==> config.mk <==
export PLATFORM = sky130hd
export DESIGN_NAME = master_reader
export DESIGN_NICKNAME = d
export VERILOG_FILES = /design/src/rtl/master_reader.sv
export SDC_FILE = /design/constraint.sdc
export NUM_CORES = 1
export LEC_CHECK = 0
export CAP_MARGIN = 20
export CORE_MARGIN = 1
export CORE_UTILIZATION = 45
export DETAILED_ROUTE_END_ITERATION = 8
export PLACE_DENSITY = 0.71
export SYNTH_ARGS = -nofsm -noshare
export SYNTH_HDL_FRONTEND = slang
export SYNTH_SLANG_ARGS = --single-unit
==> constraint.sdc <==
create_clock -name clk -period 2.9 [get_ports clk]
set_clock_uncertainty 0.15 [all_clocks]
set_input_delay 0.58 -clock clk [delete_from_list [all_inputs] [get_ports clk]]
set_output_delay 0.58 -clock clk [all_outputs]
set_load 0.02 [all_outputs]
==> src/rtl/master_reader.sv <==
`default_nettype none
// ============================================================================
//  Module      : master_reader
//  Description : Read-side initiator for the slave_device message interface.
//                A start request announces a new message to the responder.
//                The block then walks addresses 0..msg_len+1 (header high
//                byte, header low byte, then the payload bytes). Returned bytes
//                are realigned against the responder's fixed read latency. The
//                16-bit header is reassembled, payload bytes are streamed out,
//                and header sequence gaps are flagged.
//  Ports       :
//    clk         in   single clock, rising edge
//    rst_l       in   asynchronous active-low reset
//    start       in   level; accepted only in IDLE
//    abort       in   synchronous stop of the current message
//    msg_len     in   payload byte count, latched when start is accepted
//    new_msg     out  one-cycle pulse announcing a message
//    ram_rd_rq   out  high while an address is being issued
//    rd_addr     out  read address
//    data_i      in   responder read data
//    hdr_o       out  reassembled header
//    hdr_valid   out  one-cycle pulse when hdr_o updates
//    byte_o      out  payload byte
//    byte_valid  out  one-cycle pulse per payload byte
//    busy        out  message in progress
//    done        out  one-cycle pulse at message completion
//    seq_err     out  sticky header sequence error
//  Revision    : 1.0 - initial release
// ============================================================================
module master_reader #(
  parameter int RD_LATENCY = 2,
  parameter int LEN_W      = 8
) (
  input  logic             clk,
  input  logic             rst_l,
  input  logic             start,
  input  logic             abort,
  input  logic [LEN_W-1:0] msg_len,
  output logic             new_msg,
  output logic             ram_rd_rq,
  output logic [15:0]      rd_addr,
  input  logic [7:0]       data_i,
  output logic [15:0]      hdr_o,
  output logic             hdr_valid,
  output logic [7:0]       byte_o,
  output logic             byte_valid,
  output logic             busy,
  output logic             done,
  output logic             seq_err
);

  typedef enum logic [1:0] {
    S_IDLE   = 2'd0,
    S_NOTIFY = 2'd1,
    S_ISSUE  = 2'd2,
    S_DRAIN  = 2'd3
  } state_t;

  // Tags travelling down the capture pipeline with each issued address
  localparam logic [1:0] c_TAG_HI  = 2'd0;
  localparam logic [1:0] c_TAG_LO  = 2'd1;
  localparam logic [1:0] c_TAG_PAY = 2'd2;

  state_t                r_state;
  logic [LEN_W-1:0]      r_len;
  logic [7:0]            r_hi;
  logic [15:0]           r_last_hdr;
  logic                  r_first;
  logic [RD_LATENCY-1:0] r_pipe_vld;
  logic [1:0]            r_pipe_tag [RD_LATENCY];

  logic [15:0]           w_last_addr;
  logic [1:0]            w_addr_tag;
  logic                  w_pipe_empty;
  logic                  w_exit_vld;
  logic [1:0]            w_exit_tag;
  logic [15:0]           w_new_hdr;

  assign w_last_addr  = 16'(r_len) + 16'd1;
  assign w_pipe_empty = ~|r_pipe_vld;
  // An abort in the same cycle as a pipeline exit suppresses that capture,
  // so no header/payload pulse appears after the abort cycle.
  assign w_exit_vld   = r_pipe_vld[RD_LATENCY-1] & ~abort;
  assign w_exit_tag   = r_pipe_tag[RD_LATENCY-1];
  assign w_new_hdr    = {r_hi, data_i};

  always_comb begin
    w_addr_tag = c_TAG_PAY;
    if (rd_addr == 16'd0) begin
      w_addr_tag = c_TAG_HI;
    end else if (rd_addr == 16'd1) begin
      w_addr_tag = c_TAG_LO;
    end
  end

  // --------------------------------------------------------------------------
  // Control FSM with registered outputs
  // --------------------------------------------------------------------------
  always_ff @(posedge clk or negedge rst_l) begin
    if (!rst_l) begin
      r_state   <= S_IDLE;
      r_len     <= '0;
      new_msg   <= 1'b0;
      ram_rd_rq <= 1'b0;
      rd_addr   <= 16'd0;
      busy      <= 1'b0;
      done      <= 1'b0;
    end else begin
      new_msg <= 1'b0;
      done    <= 1'b0;
      if (abort) begin
        // Abort also wins over a simultaneous start in IDLE
        r_state   <= S_IDLE;
        ram_rd_rq <= 1'b0;
        rd_addr   <= 16'd0;
        busy      <= 1'b0;
      end else begin
        case (r_state)
          S_IDLE: begin
            if (start) begin
              r_len   <= msg_len;
              busy    <= 1'b1;
              new_msg <= 1'b1;
              r_state <= S_NOTIFY;
            end
          end
          S_NOTIFY: begin
            ram_rd_rq <= 1'b1;
            rd_addr   <= 16'd0;
            r_state   <= S_ISSUE;
          end
          S_ISSUE: begin
            if (rd_addr == w_last_addr) begin
              ram_rd_rq <= 1'b0;
              rd_addr   <= 16'd0;
              r_state   <= S_DRAIN;
            end else begin
              rd_addr <= rd_addr + 16'd1;
            end
          end
          S_DRAIN: begin
            // done is visible for one cycle while still in DRAIN; IDLE is
            // entered on the cycle after the pulse.
            if (done) begin
              r_state <= S_IDLE;
            end else if (w_pipe_empty) begin
              done <= 1'b1;
              busy <= 1'b0;
            end
          end
          default: r_state <= S_IDLE;
        endcase
      end
    end
  end

  // --------------------------------------------------------------------------
  // Capture pipeline: delays {valid, tag} by RD_LATENCY so each returned byte
  // is matched with the address that requested it.
  // --------------------------------------------------------------------------
  always_ff @(posedge clk or negedge rst_l) begin
    if (!rst_l) begin
      r_pipe_vld <= '0;
      for (int i = 0; i < RD_LATENCY; i++) begin
        r_pipe_tag[i] <= c_TAG_HI;
      end
    end else begin
      if (abort) begin
        r_pipe_vld <= '0;
      end else begin
        r_pipe_vld[0] <= ram_rd_rq;
        for (int i = 1; i < RD_LATENCY; i++) begin
          r_pipe_vld[i] <= r_pipe_vld[i-1];
        end
      end
      r_pipe_tag[0] <= w_addr_tag;
      for (int i = 1; i < RD_LATENCY; i++) begin
        r_pipe_tag[i] <= r_pipe_tag[i-1];
      end
    end
  end

  // --------------------------------------------------------------------------
  // Byte capture, header reassembly and sequence check
  // --------------------------------------------------------------------------
  always_ff @(posedge clk or negedge rst_l) begin
    if (!rst_l) begin
      r_hi       <= 8'd0;
      hdr_o      <= 16'd0;
      hdr_valid  <= 1'b0;
      byte_o     <= 8'd0;
      byte_valid <= 1'b0;
      r_last_hdr <= 16'd0;
      r_first    <= 1'b1;
      seq_err    <= 1'b0;
    end else begin
      hdr_valid  <= 1'b0;
      byte_valid <= 1'b0;
      if (w_exit_vld) begin
        case (w_exit_tag)
          c_TAG_HI: begin
            r_hi <= data_i;
          end
          c_TAG_LO: begin
            hdr_o     <= w_new_hdr;
            hdr_valid <= 1'b1;
            // 16-bit add wraps 16'hFFFF to 16'h0000 naturally
            if (!r_first && (w_new_hdr != (r_last_hdr + 16'd1))) begin
              seq_err <= 1'b1;
            end
            r_last_hdr <= w_new_hdr;
            r_first    <= 1'b0;
          end
          default: begin
            byte_o     <= data_i;
            byte_valid <= 1'b1;
          end
        endcase
      end
    end
  end

endmodule
`default_nettype wire

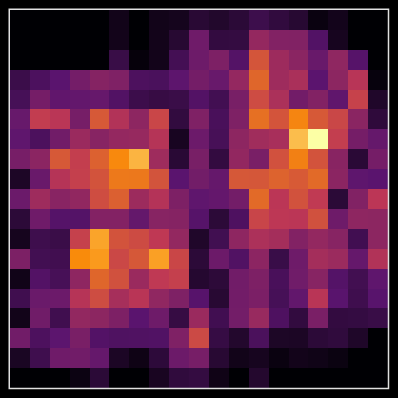
Fig. 1. Wiring heat map.
(4 px per µm) The die is cut into 19 by 19 equal tiles; black is low, pale yellow is high, scaled to the fullest tile. Values are wire area over tile area, all layers added.
mean over tiles	0.15
fullest tile	0.54
nearly empty tiles	11%
emptiest ninth of the die	south-east
tiles over half the peak	16%

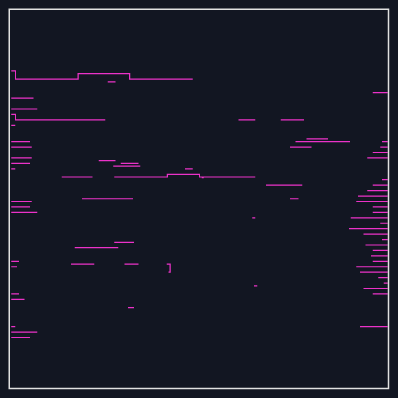
Fig. 2. Signal wires on met3.
(4 px per µm)
main direction	horizontal
nets with wire on the layer	63
longest straight run	22.3 µm
met3 routing resource usage after global routing: 3.14%
total detailed-routing wirelength: 8750 µm
total via count in the routed design: 3,134

==> metrics.log <==
[metrics] run summary
INFO  metric relSlewSlack = 52.0%
INFO  metric rsz_0062_raised_after_global_routing = no
INFO  metric setup.worst_path.class = reg -> reg
INFO  metric clock_tree_from_tritoncts = built
INFO  metric final_estimated_routing_congestion_in_global_placement = between 0.8 and 0.9
INFO  metric drive_gt1_share = 14.0%
INFO  metric grt_antenna_before_repair = 0
INFO  metric grt_first_pass_wirelength = 14,500 µm
INFO  metric grt.total_usage = 21.0%
INFO  metric min_period = about 2.7 ns
INFO  metric max_stage_delay = 0.43 ns
INFO  metric cp_max_fo = 11
INFO  metric chipHeight = about 94 µm
INFO  metric postCtsResizedCells = 0
INFO  metric dp_hpwl = 6350 µm
INFO  metric via_per_inst = 5.43
INFO  metric route.detailed.drc = 0
INFO  metric post_synth_seq_share = 46.9%
INFO  metric ys_warn_count = 0
INFO  metric timing.final.hold_violations = 0
INFO  metric yosysTopAreaCellShare = 46.2%
INFO  metric final_cell_count_no_fill = 577
INFO  metric comb_power_share = 32.9%
INFO  metric routed_len_inst = approximately 15 µm
INFO  metric grtUsageMet2 = 36.5%
INFO  metric grt_max_degree = 48
INFO  metric setup_total_negative_slack = 0 ns
INFO  metric via_count_of_the_first_global_routing_pass = 3,012
INFO  metric met2WireLength = 4320 µm
INFO  metric synth_cell_types = 63
INFO  metric clock_sinks = 72
INFO  metric hold-worst-slack = ~0.072 ns
INFO  metric lkg_pwr = 2.17 nW
INFO  metric met1_usage = between 20% and 30%
INFO  metric core_area = 8260 µm²
INFO  metric syn-cell-area = 3850 µm²
INFO  metric seq_power_share = between 40% and 50%
INFO  metric worstReg2RegStart = r_len[0]
INFO  metric detailedRoute.firstPassIterationCount = 5
INFO  metric netlist_top_cells_count = 71 x sky130_fd_sc_hd__dfrtp_1, 71 x sky130_fd_sc_hd__nand2_1, 28 x sky130_fd_sc_hd__nor2_1
INFO  metric worstHoldPathType = in -> async
INFO  metric wl_met3 = just over 400 µm
INFO  metric chipWidth = 94.5 µm
INFO  metric wl_met1 = 3910 µm
INFO  metric status = finished clean
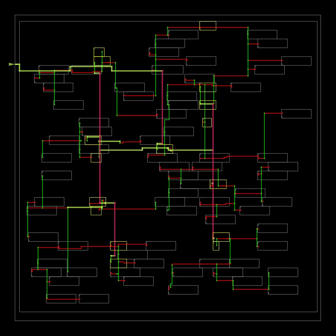
Fig. 3. Clock wiring as the flow saved it.
clock buffers: 11
total clock buffers created by CTS: 9
number of sequential cells in the layout: 72
Insertion Delay late pin: 0.36 ns
Clk power: 0.771 mW

final cells by class:
| cell class | instances | area, µm² |
|---|---|---|
| clock inverters | 5 | 38.8 |
| repair buffers | 78 | 771 |
| flip-flops and latches | 72 | 1800 |
| clock buffers | 11 | 151 |
| multi-input cells | 291 | 1940 |
| fillers | 729 | 3370 |
| inverters | 15 | 56.3 |
| well taps | 105 | 131 |
cell families after synthesis:
group           count (synthesis)  share of synthesized area [%]
xor+xnor                       36                           8.20
compound gates                 54                           9.92
flops                          72                           46.9
fa+ha+maj                       9                           2.93
mux                            22                           6.38
buf+inv                        30                           3.38
simple gates                  170                           22.3
registers in the layout (all words and copies together) (netlist names), 2 cells and up:
signal	flops
w_exit_tag	2
r_pipe_tag	2
r_last_hdr	16
byte_o	8
r_state	2
rd_addr	16
r_pipe_vld	2
r_hi	8
r_len	8
critical path: cells and delay by family (launching register included):
family | cells | cell delay [ns]
fa+ha+maj | 1 | 0.30
simple gates | 1 | 0.10
compound gates | 5 | 1.56
flops | 1 | 0.43
power groups by stage:
stage / clock (mW) / sequential [mW] / combinational [mW]
6_report: 0.771 / 1.42 / 1.07
5_1_grt: 0.836 / 1.45 / 1.19
4_1_cts: 0.794 / 1.42 / 1.07
3_5_place_dp: 0 / 1.44 / 1.06
3_3_place_gp: 0 / 1.43 / 1.04
2_1_floorplan: 0 / 1.44 / 0.690
metrics by stage:
| step | setup WS [ns] | utilization (%) | total power, mW |
|---|---|---|---|
| 3_3_place_gp | 0.229 | 56.8 | 2.47 |
| 4_1_cts | 0.113 | 59.1 | 3.29 |
| 2_1_floorplan | 0.401 | - | 2.13 |
| 6_report | 0.232 | 59.2 | 3.26 |
| 5_1_grt | 0.121 | 59.2 | 3.48 |
| 3_5_place_dp | 0.183 | 56.8 | 2.50 |
Power and IR drop assume default switching activity.
